**config.mk**
```make
export PLATFORM = sky130hd
export DESIGN_NAME = ccg_sweep_ctrl
export DESIGN_NICKNAME = d
export VERILOG_FILES = /design/src/rtl/ccg_sweep_ctrl.sv
export SDC_FILE = /design/constraint.sdc
export NUM_CORES = 1
export LEC_CHECK = 0
export CORE_MARGIN = 4
export CORE_UTILIZATION = 47
export DETAILED_ROUTE_END_ITERATION = 16
export GPL_TIMING_DRIVEN = 1
export PLACE_DENSITY_LB_ADDON = 0.15
export SLEW_MARGIN = 40
export SYNTH_ARGS = -nofsm -noshare
export SYNTH_HDL_FRONTEND = slang
export SYNTH_SLANG_ARGS = --single-unit
```
**constraint.sdc**
```tcl
create_clock -name clk -period 2.44 [get_ports clk]
set_input_delay 0.366 -clock clk [delete_from_list [all_inputs] [get_ports clk]]
set_output_delay 0.366 -clock clk [all_outputs]
set_load 0.05 [all_outputs]
```
**src/rtl/ccg_sweep_ctrl.sv**
```systemverilog
// ccg_sweep_ctrl: exhaustive-sweep sequencer for a clockless combinational
// netlist. Walks every input vector in ascending order, lets each one settle
// for SETTLE cycles, and folds the captured output word into a MISR signature.
module ccg_sweep_ctrl #(
    parameter int                N_IN   = 7,
    parameter int                N_OUT  = 4,
    parameter int                SIG_W  = 16,
    parameter logic [SIG_W-1:0]  POLY   = 16'h1021,
    parameter int                SETTLE = 1
) (
    input  logic             clk,
    input  logic             rst,
    input  logic             start,
    input  logic             hold,
    input  logic             abort,
    output logic [N_IN-1:0]  dut_x,
    input  logic [N_OUT-1:0] dut_f,
    output logic             busy,
    output logic             done,
    output logic             sig_valid,
    output logic [SIG_W-1:0] signature,
    output logic [N_IN-1:0]  vec_idx
);

    typedef enum logic [1:0] {
        ST_IDLE,
        ST_RUN,
        ST_DONE
    } state_t;

    localparam logic [3:0] SETTLE_C = 4'(SETTLE);

    state_t             state_q, state_d;
    logic [N_IN-1:0]    vec_q, vec_d;
    logic [SIG_W-1:0]   misr_q, misr_d;
    logic [3:0]         cnt_q, cnt_d;
    logic               busy_q, busy_d;
    logic               done_q, done_d;
    logic               sig_valid_q, sig_valid_d;
    logic [SIG_W-1:0]   f_ext;

    // The DUT output word is zero-extended to the signature width before folding.
    assign f_ext = SIG_W'(dut_f);

    // Sequencing: start/restart, settle counting, capture, and the abort/hold overrides.
    always_comb begin
        state_d     = state_q;
        vec_d       = vec_q;
        misr_d      = misr_q;
        cnt_d       = cnt_q;
        busy_d      = busy_q;
        done_d      = 1'b0;
        sig_valid_d = sig_valid_q;
        case (state_q)
            ST_IDLE, ST_DONE: begin
                if (start) begin
                    state_d     = ST_RUN;
                    vec_d       = '0;
                    misr_d      = '0;
                    cnt_d       = '0;
                    busy_d      = 1'b1;
                    sig_valid_d = 1'b0;
                end else if (state_q == ST_DONE) begin
                    state_d = ST_IDLE;
                end
            end
            ST_RUN: begin
                if (abort) begin
                    state_d     = ST_IDLE;
                    vec_d       = '0;
                    busy_d      = 1'b0;
                    sig_valid_d = 1'b0;
                end else if (!hold) begin
                    if (cnt_q != SETTLE_C) begin
                        cnt_d = cnt_q + 4'd1;
                    end else begin
                        misr_d = {misr_q[SIG_W-2:0], 1'b0}
                               ^ (misr_q[SIG_W-1] ? POLY : '0)
                               ^ f_ext;
                        cnt_d  = '0;
                        if (vec_q == '1) begin
                            state_d     = ST_DONE;
                            busy_d      = 1'b0;
                            done_d      = 1'b1;
                            sig_valid_d = 1'b1;
                        end else begin
                            vec_d = vec_q + N_IN'(1);
                        end
                    end
                end
            end
            default: begin
                state_d = ST_IDLE;
            end
        endcase
    end

    // State register with synchronous reset back to an idle, cleared sequencer.
    always_ff @(posedge clk) begin
        if (rst) begin
            state_q     <= ST_IDLE;
            vec_q       <= '0;
            misr_q      <= '0;
            cnt_q       <= '0;
            busy_q      <= 1'b0;
            done_q      <= 1'b0;
            sig_valid_q <= 1'b0;
        end else begin
            state_q     <= state_d;
            vec_q       <= vec_d;
            misr_q      <= misr_d;
            cnt_q       <= cnt_d;
            busy_q      <= busy_d;
            done_q      <= done_d;
            sig_valid_q <= sig_valid_d;
        end
    end

    assign dut_x     = vec_q;
    assign vec_idx   = vec_q;
    assign busy      = busy_q;
    assign done      = done_q;
    assign sig_valid = sig_valid_q;
    assign signature = misr_q;

endmodule

```
**Run 1: a small window of the routed layout**

The bar under the picture is 10 um long. Region (20, 7) to (45, 32) um. Cells in gray, sequential cells in the stronger gray; small squares are vias.
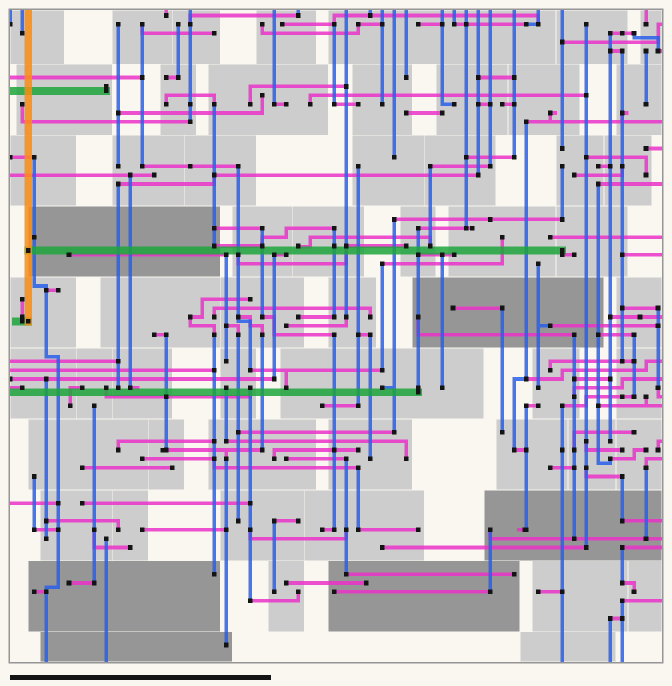
blue -> M2
magenta -> M1
orange -> M4
green -> M3
cells with their middle in the window = 55
sequential cells in the window = 5
most frequent = nor2_1 (6), buf_4 (6), dfxtp_1 (5)
netlist names of flops here include = cnt_q (3)

**Run 1: cell outlines without signal wires**

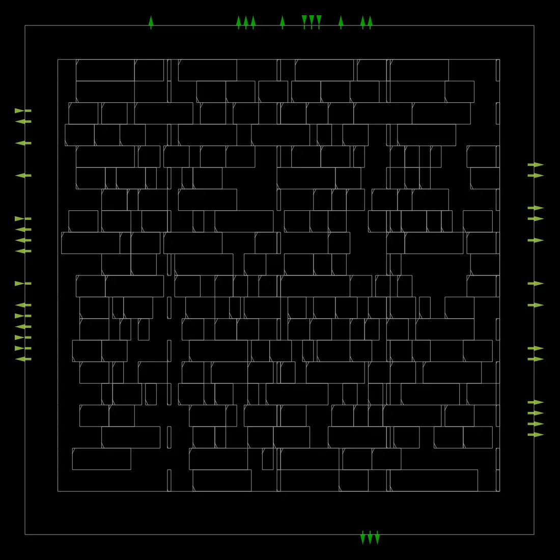
Final Util: 66.24%
Layout fillers: 284
tally of non-filler cells in the final layout: 240
# rows: 20
Seq area share: 31.94%

**Run 1: routed clock nets over the placement**

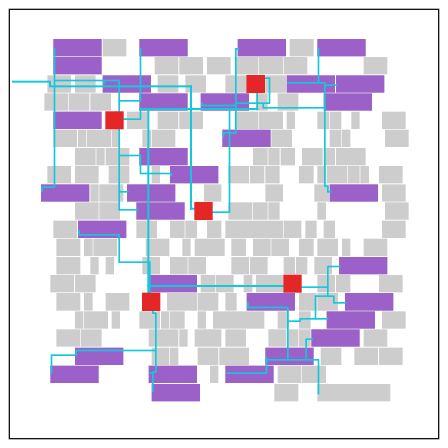
cyan -> clock wires  # length 418 um
purple -> flip-flops  # count 32
red -> clock-net drivers  # count 5
flops lie = spread over the die

**Run 1: gate families picked out**

The bar under the picture is 20 um long.
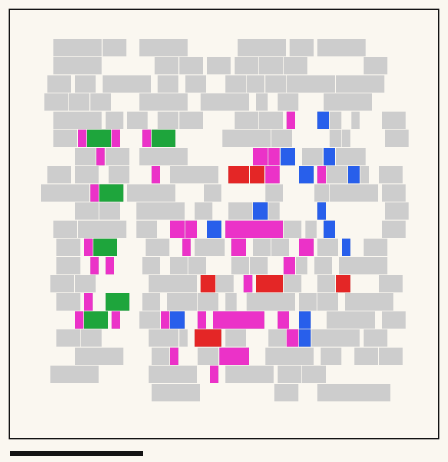
green -> mux cells  # cells 6, where west
magenta -> nor cells  # cells 33
blue -> nand cells  # cells 13
red -> and/or cells  # cells 6
fraction of area in multi-input gates: 37.49%
most common logic cell in the routed design: clkdlybuf4s50_1

==> impl_metrics.yaml, run 1 <==
# synthesis and place-and-route metrics
final_timing:
  rsz0062_at_grt: "false"
  fin_ws_ps: 409.1
  slew_headroom_pct: 52.53
  hold_viol_final: 0
  tns_ps: 0
  setup_viol: 0
  fin_worst_skew_ps: 5.938
  fin_crit_ps: 2031
  fin_crit_sh_pct: 83.23
  clock.fmax_mhz: 492.4
  drv_slew: 0
  tightestPinTransition_ps: 710.6
synthesis:
  mappedNetlistArea_um2: 1480
  async_flop_share_pct: 0
  post-synth-top-count-cell: "dfxtp_1"
  yosys_area_um2: 1480
  synth_cells: 152
  netlist.area_leader.share_pct: 43.28
  yosys_warnings: 0
  ff_type: "dfxtp_1"
  fp_nets: 164
  synth_top_cell_by_area: "dfxtp_1"
  syn_area_per_cell_um2: 9.738
  ys_seq_share_pct: 43.28
  ys_ff: 32
  top_cells_by_count: "dfxtp_1 (32), nor2_1 (20), a22o_1 (10)"
  ys_top_cells_by_area: "dfxtp_1 (43%), a22o_1 (5.9%), nor2_1 (5.1%)"
  edf_count: 0
  yosysCellCount: 152
  synth_cell_types: 41
global_route:
  grt_first_pass_wirelength_um: 5423
  grt_max_degree: 14
  grtUsageTotal_pct: 16.92
  grt_antenna_before_repair: 0
  grt_overflow_total: 0
  first_global_vias: 1242
place:
  dp_cells: 232
  place_ws_ps: 172.4
  place.gp.congestion: 0.7882
  hpwlAfterDp_um: 2380
  io_buffers: 41
setup_path:
  crit_buf_inv: 1
  cp_max_fo: 5
  worstPathArrival_ps: 1660
  crit_path_end_kind: "output port"
  timing.rr.start: "cnt_q[0]"
  worst_setup_path_start_kind: "flip-flop"
  slowest_stage: "clkdlybuf4s50_1"
  crit_chain: "clkdlybuf4s50_1"
  path_delay_family: "buffers and inverters"
  crit_path_start: "signature[15]"
  rr_endpoint: "dut_x[5]"
  cp.required_ps: 2070
  reg2reg_depth: 4
  critPathKind: "flip-flop to output port"
  rrSetupSlack_ps: 530
die:
  die_h_um: 64.12
  chipWidth_um: 64.12
  core_region_area_um2: 3028
  fp.dieArea_um2: 4111
  initial_utilization_pct: 48.88
  ios: 42
clocking:
  clockBufferDepth: 2
  cts_root_buf: "clkbuf_4"
  numCtsBuffers: 5
  worstSkewPairLatency_ps: 340
  cts_max_level: 2
  ctsHoldBuffers: 0
  cts_tree: "done"
  postCtsSetupBuffers: 0
  cts.sinks: 32
  cts-resized-gates: 0
final_layout:
  syn2layout_area_growth_pct: 35.50
  nets: 207
  drive_gt1_share_pct: 11.73
  antenna_cells: 0
min_path:
  min_delay_path_depth: 1
  min_path_type: "flip-flop to flip-flop"
  min_to: "signature[7]"
  hp-start: "signature[6]"
power:
  powerDensity_nw_per_um2: 540.2
  p_leak_nw: 0.7363
  worst_ir_drop_vdd_uv: 291.1
  power_w: 0.001083
job:
  openroad.warnings: 27
  drv_cap: 0
status:
  run_status: "finished, final reports clean"
drt:
  wl_per_cell_um: 13.38
  firstDrtPassIters: 4
  drtIter0Drc: 80
  num_vias: 1252
  ant_nets: 0
  drc: 0
  routed_wl_um: 3210
  via_per_inst: 5.217
## run 1: registers in the layout, indices dropped and copies added (netlist names)
signal	count
busy	1
cnt_q	4
done	1
dut_x	7
sig_valid	1
signature	16
state_q	2
## run 1: cells by family (layout without fill, tap and decap cells)
group	Yosys count	in the layout	share of synthesized area, %
xor+xnor	9	9	5.326
buf+inv	16	60	5.916
flops	32	32	43.28
simple gates	52	52	20.79
mux	6	6	4.058
compound gates	34	34	18.09
fa+ha+maj	3	3	2.536
## run 1: how the worst max path moves through the flow
| stage | end | slack, ps |
|---|---|---|
| after CTS | signature[15] | 370 |
| after global placement | dut_x[3] | 240 |
| after floorplan | dut_x[2] | 550 |
| after global routing | signature[15] | 310 |
| after detailed placement | dut_x[5] | 170 |
| final | signature[15] | 410 |
## run 1: layout by cell type (no fill, tap or decap), drive strengths merged, types with 2 or more instances in the layout
cell           synthesis  final
clkbuf                 4      5
or2                    2      2
nand2b                 4      4
o21a                   2      2
o21ai                  4      4
xnor2                  7      7
o311ai                 3      3
nand2                  2      2
a22o                  10     10
nor2b                  4      4
xor2                   2      2
nor4                   2      2
nand3                  6      6
dfxtp                 32     32
ha                     3      3
a21oi                  2      2
clkdlybuf4s50          0     41
buf                    8      7
a211oi                 2      2
mux2i                  6      6
or3b                   2      2
nor2                  20     20
inv                    4      4
nor3                   5      5
o31ai                  3      3
## run 1: layout make-up
class	count	area, um2	share of cell area [%]
well taps	44	55.05	2.745
inverters	4	15.01	0.7486
clock buffers	5	37.54	1.871
flip-flops and latches	32	640.6	31.94
clock inverters	3	42.54	2.121
multi-input cells	104	752.0	37.49
repair buffers	48	462.9	23.08
## run 1: metrics by stage
| stage | hold WS, ps | area (um2) | util [%] |
|---|---|---|---|
| floorplan | 499.9 | 1480 | - |
| global placement | 472.7 | 1926 | 63.60 |
| detailed placement | 486.5 | 1926 | 63.60 |
| CTS | 511.1 | 2006 | 66.24 |
| global route | 537.8 | 2006 | 66.24 |
| finish | 504.9 | 2006 | 66.24 |
## run 1: power by group
| part | switching (W) | internal (W) | total [W] |
|---|---|---|---|
| combinational | 0.0000768 | 0.0000618 | 0.000139 |
| clock | 0.000193 | 0.000213 | 0.000406 |
| sequential | 0.00000830 | 0.000530 | 0.000538 |
## run 1: layer usage
| metal | vias up | share of wire, % | GRT usage, % |
|---|---|---|---|
| met2 | 47 | 48 | 27.61 |
| met5 | - | 0 | 0 |
| li1 | 624 | - | - |
| met4 | 0 | 1.5 | 7.124 |
| met1 | 576 | 43 | 18.74 |
| met3 | 5 | 7.3 | 8.084 |
**Run 1: wire density map**

The die is cut into 13 by 13 equal tiles; black is low, pale yellow is high, scaled to the fullest tile. Values are wire area over tile area, all layers added.
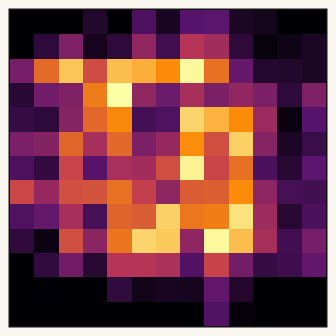

==> run 1 -> run 2 <==
Clock period 2.44 ns to 2.05 ns, I/O delays scaled along.
**Run 2: wire density map**

The die is cut into 13 by 13 equal tiles; black is low, pale yellow is high, scaled to the fullest tile. Values are wire area over tile area, all layers added.
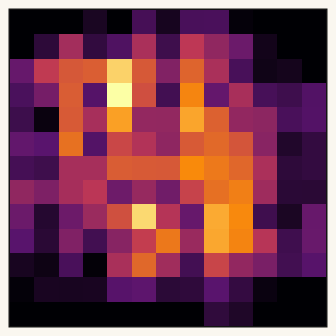
nearly empty tiles = 16%
densest ninth of the die = center
emptiest ninth of the die = south-west
tiles over half the peak = 23%
mean over tiles = 0.13

==> impl_metrics.yaml, run 2 <==
# synthesis and place-and-route metrics
status:
  run_status: "finished, final reports clean"
final_timing:
  rsz0062_at_grt: "false"
  fin_crit_ps: 1952
  clock.fmax_mhz: 512.4
  tns_ps: 0
  fin_ws_ps: 98.39
  setup_viol: 0
  slew_headroom_pct: 65.30
  tightestPinTransition_ps: 518.9
  fin_crit_sh_pct: 95.20
  drv_slew: 0
  fin_worst_skew_ps: 16.33
job:
  openroad.warnings: 27
  drv_cap: 0
global_route:
  first_global_vias: 1307
  grt_antenna_before_repair: 0
  grtUsageTotal_pct: 17.92
  grt_overflow_total: 0
  grt_max_degree: 11
synthesis:
  post-synth-top-count-cell: "dfxtp_1"
  synth_top_cell_by_area: "dfxtp_1"
  ys_ff: 32
  synth_cells: 152
  yosys_warnings: 0
  syn_area_per_cell_um2: 9.738
  netlist.area_leader.share_pct: 43.28
  ff_type: "dfxtp_1"
  yosysCellCount: 152
  top_cells_by_count: "dfxtp_1 (32), nor2_1 (20), a22o_1 (10)"
  yosys_area_um2: 1480
  ys_top_cells_by_area: "dfxtp_1 (43%), a22o_1 (5.9%), nor2_1 (5.1%)"
  mappedNetlistArea_um2: 1480
  synth_cell_types: 41
  async_flop_share_pct: 0
  fp_nets: 164
  edf_count: 0
  ys_seq_share_pct: 43.28
final_layout:
  syn2layout_area_growth_pct: 39.73
  drive_gt1_share_pct: 14.85
  seq_area_um2: 640.6
  lay_top_count: "clkdlybuf4s50_1"
  antenna_cells: 0
  final_cell_count_no_fill: 246
  layout_top_cells: "clkdlybuf4s50_1 (41), dfxtp_1 (32), nor2_1 (20)"
  nets: 213
  combGateArea_um2: 754.5
  fill_cells: 262
  largest_reg_flops: 16
power:
  p_leak_nw: 0.7773
  internal_power_w: 0.001037
  seq_power_share_pct: 46.9
  worst_ir_drop_vdd_uv: 392.8
  sw_frac_of_total_pct: 23.98
  pwr-share-comb_pct: 13.0
  p_clk_share_pct: 40.1
  powerDensity_nw_per_um2: 659.4
setup_path:
  cp.required_ps: 1740
  crit_chain: "clkdlybuf4s50_1"
  crit_path_end_kind: "output port"
  slowest_stage: "clkdlybuf4s50_1"
  cp_max_fo: 5
  worst_setup_path_start_kind: "flip-flop"
  crit_buf_inv: 1
  worstPathArrival_ps: 1640
  path_delay_family: "buffers and inverters"
  critPathKind: "flip-flop to output port"
drt:
  drtIter0Drc: 41
  routed_wl_um: 3325
  num_vias: 1281
  met3_length_um: 220
  firstDrtPassIters: 4
  route.met2.wl_um: 1567
  wl_per_cell_um: 13.52
  wl_met1_um: 1490
  highest_layer: "met4"
  ant_nets: 0
  drc: 0
  via_per_inst: 5.207
die:
  ios: 42
  initial_utilization_pct: 48.88
  row_count: 20
  fp.dieArea_um2: 4111
  die_h_um: 64.12
  chipWidth_um: 64.12
  core_region_area_um2: 3028
place:
  place.gp.congestion: 0.7835
  place_ws_ps: 18.01
  hpwlAfterDp_um: 2499
  io_buffers: 41
  dp_cells: 238
clocking:
  cts.sinks: 32
  cts_tree: "done"
  clockBufferDepth: 2
  numCtsBuffers: 5
  cts_max_level: 2
  worstSkewPairLatency_ps: 340
  cts_root_buf: "clkbuf_4"
min_path:
  min_path_type: "flip-flop to flip-flop"
**Run 2: gate families picked out**

The bar under the picture is 20 um long.
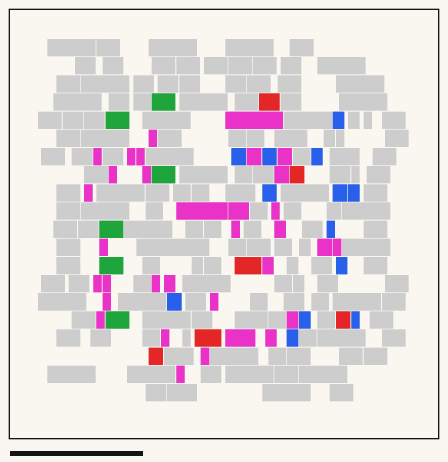
green -> mux cells  # cells 6
red -> and/or cells  # cells 6
magenta -> nor cells  # cells 33
blue -> nand cells  # cells 13

==> run 2: cell types whose count changed in the layout (fill, tap and decap cells not counted), sizes merged <==
cell      previous run  this run
buf                  7        13
clkinvlp             1         0
clkinv               1         0
clkbuf               5         7
==> run 2: cell families (layout without fill, tap and decap cells) <==
group                    count (synthesis)  after routing  share of synthesized area [%]
AND/OR/NAND/NOR                         52             52                          20.79
AND-OR/OR-AND                           34             34                          18.09
flip-flops                              32             32                          43.28
buffers and inverters                   16             66                          5.916
XOR/XNOR                                 9              9                          5.326
multiplexers                             6              6                          4.058
adder cells (fa/ha/maj)                  3              3                          2.536
==> run 2: metal layers <==
layer  GRT usage [%]  up-vias
met5               0        -
met4           5.805        0
met3           7.030        7
met2           30.06       39
met1           20.83      596
li1                -      639
==> run 2: power by group through the flow <==
stage	registers (W)	logic, W	clock network (W)
after detailed placement	0.000655	0.000175	0
final	0.000640	0.000177	0.000547
after global placement	0.000654	0.000171	0
after floorplan	0.000667	0.0000938	0
after global routing	0.000642	0.000194	0.000592
after CTS	0.000640	0.000177	0.000559
==> run 2: layout make-up <==
type                    instances  area share, %
repair buffers                 54          24.56
multi-input cells             104          36.48
well taps                      44          2.662
inverters                       4         0.7260
flip-flops and latches         32          30.97
clock inverters                 1          1.452
clock buffers                   7          3.146
==> run 2: repair_timing <==
action | CTS | global route
gates resized | 0 | 1
setup endpoints to repair | 0 | 10
setup buffers | 0 | 0
endpoints found under the hold margin | 0 | 0
hold buffers | 0 | 0
==> run 2: stage by stage <==
stage / util (%) / area, um2 / total power [W] / hold WS (ps)
floorplan: - / 1480 / 0.0007612 / 477.9
global placement: 65.08 / 1971 / 0.0008247 / 474.1
detailed placement: 65.08 / 1971 / 0.0008300 / 481.3
CTS: 68.22 / 2066 / 0.001376 / 511.6
global route: 68.31 / 2068 / 0.001428 / 538.4
finish: 68.31 / 2068 / 0.001364 / 504.2
==> run 2: path summary, 6_finish.rpt <==
path,start,end,slack [ps],cells after the start
max,signature[15],signature[15],100,1
min,busy,busy,500,2
max reg2reg,cnt_q[0],dut_x[5],160,4
min reg2reg,busy,busy,500,2
Power and IR drop assume default switching activity.
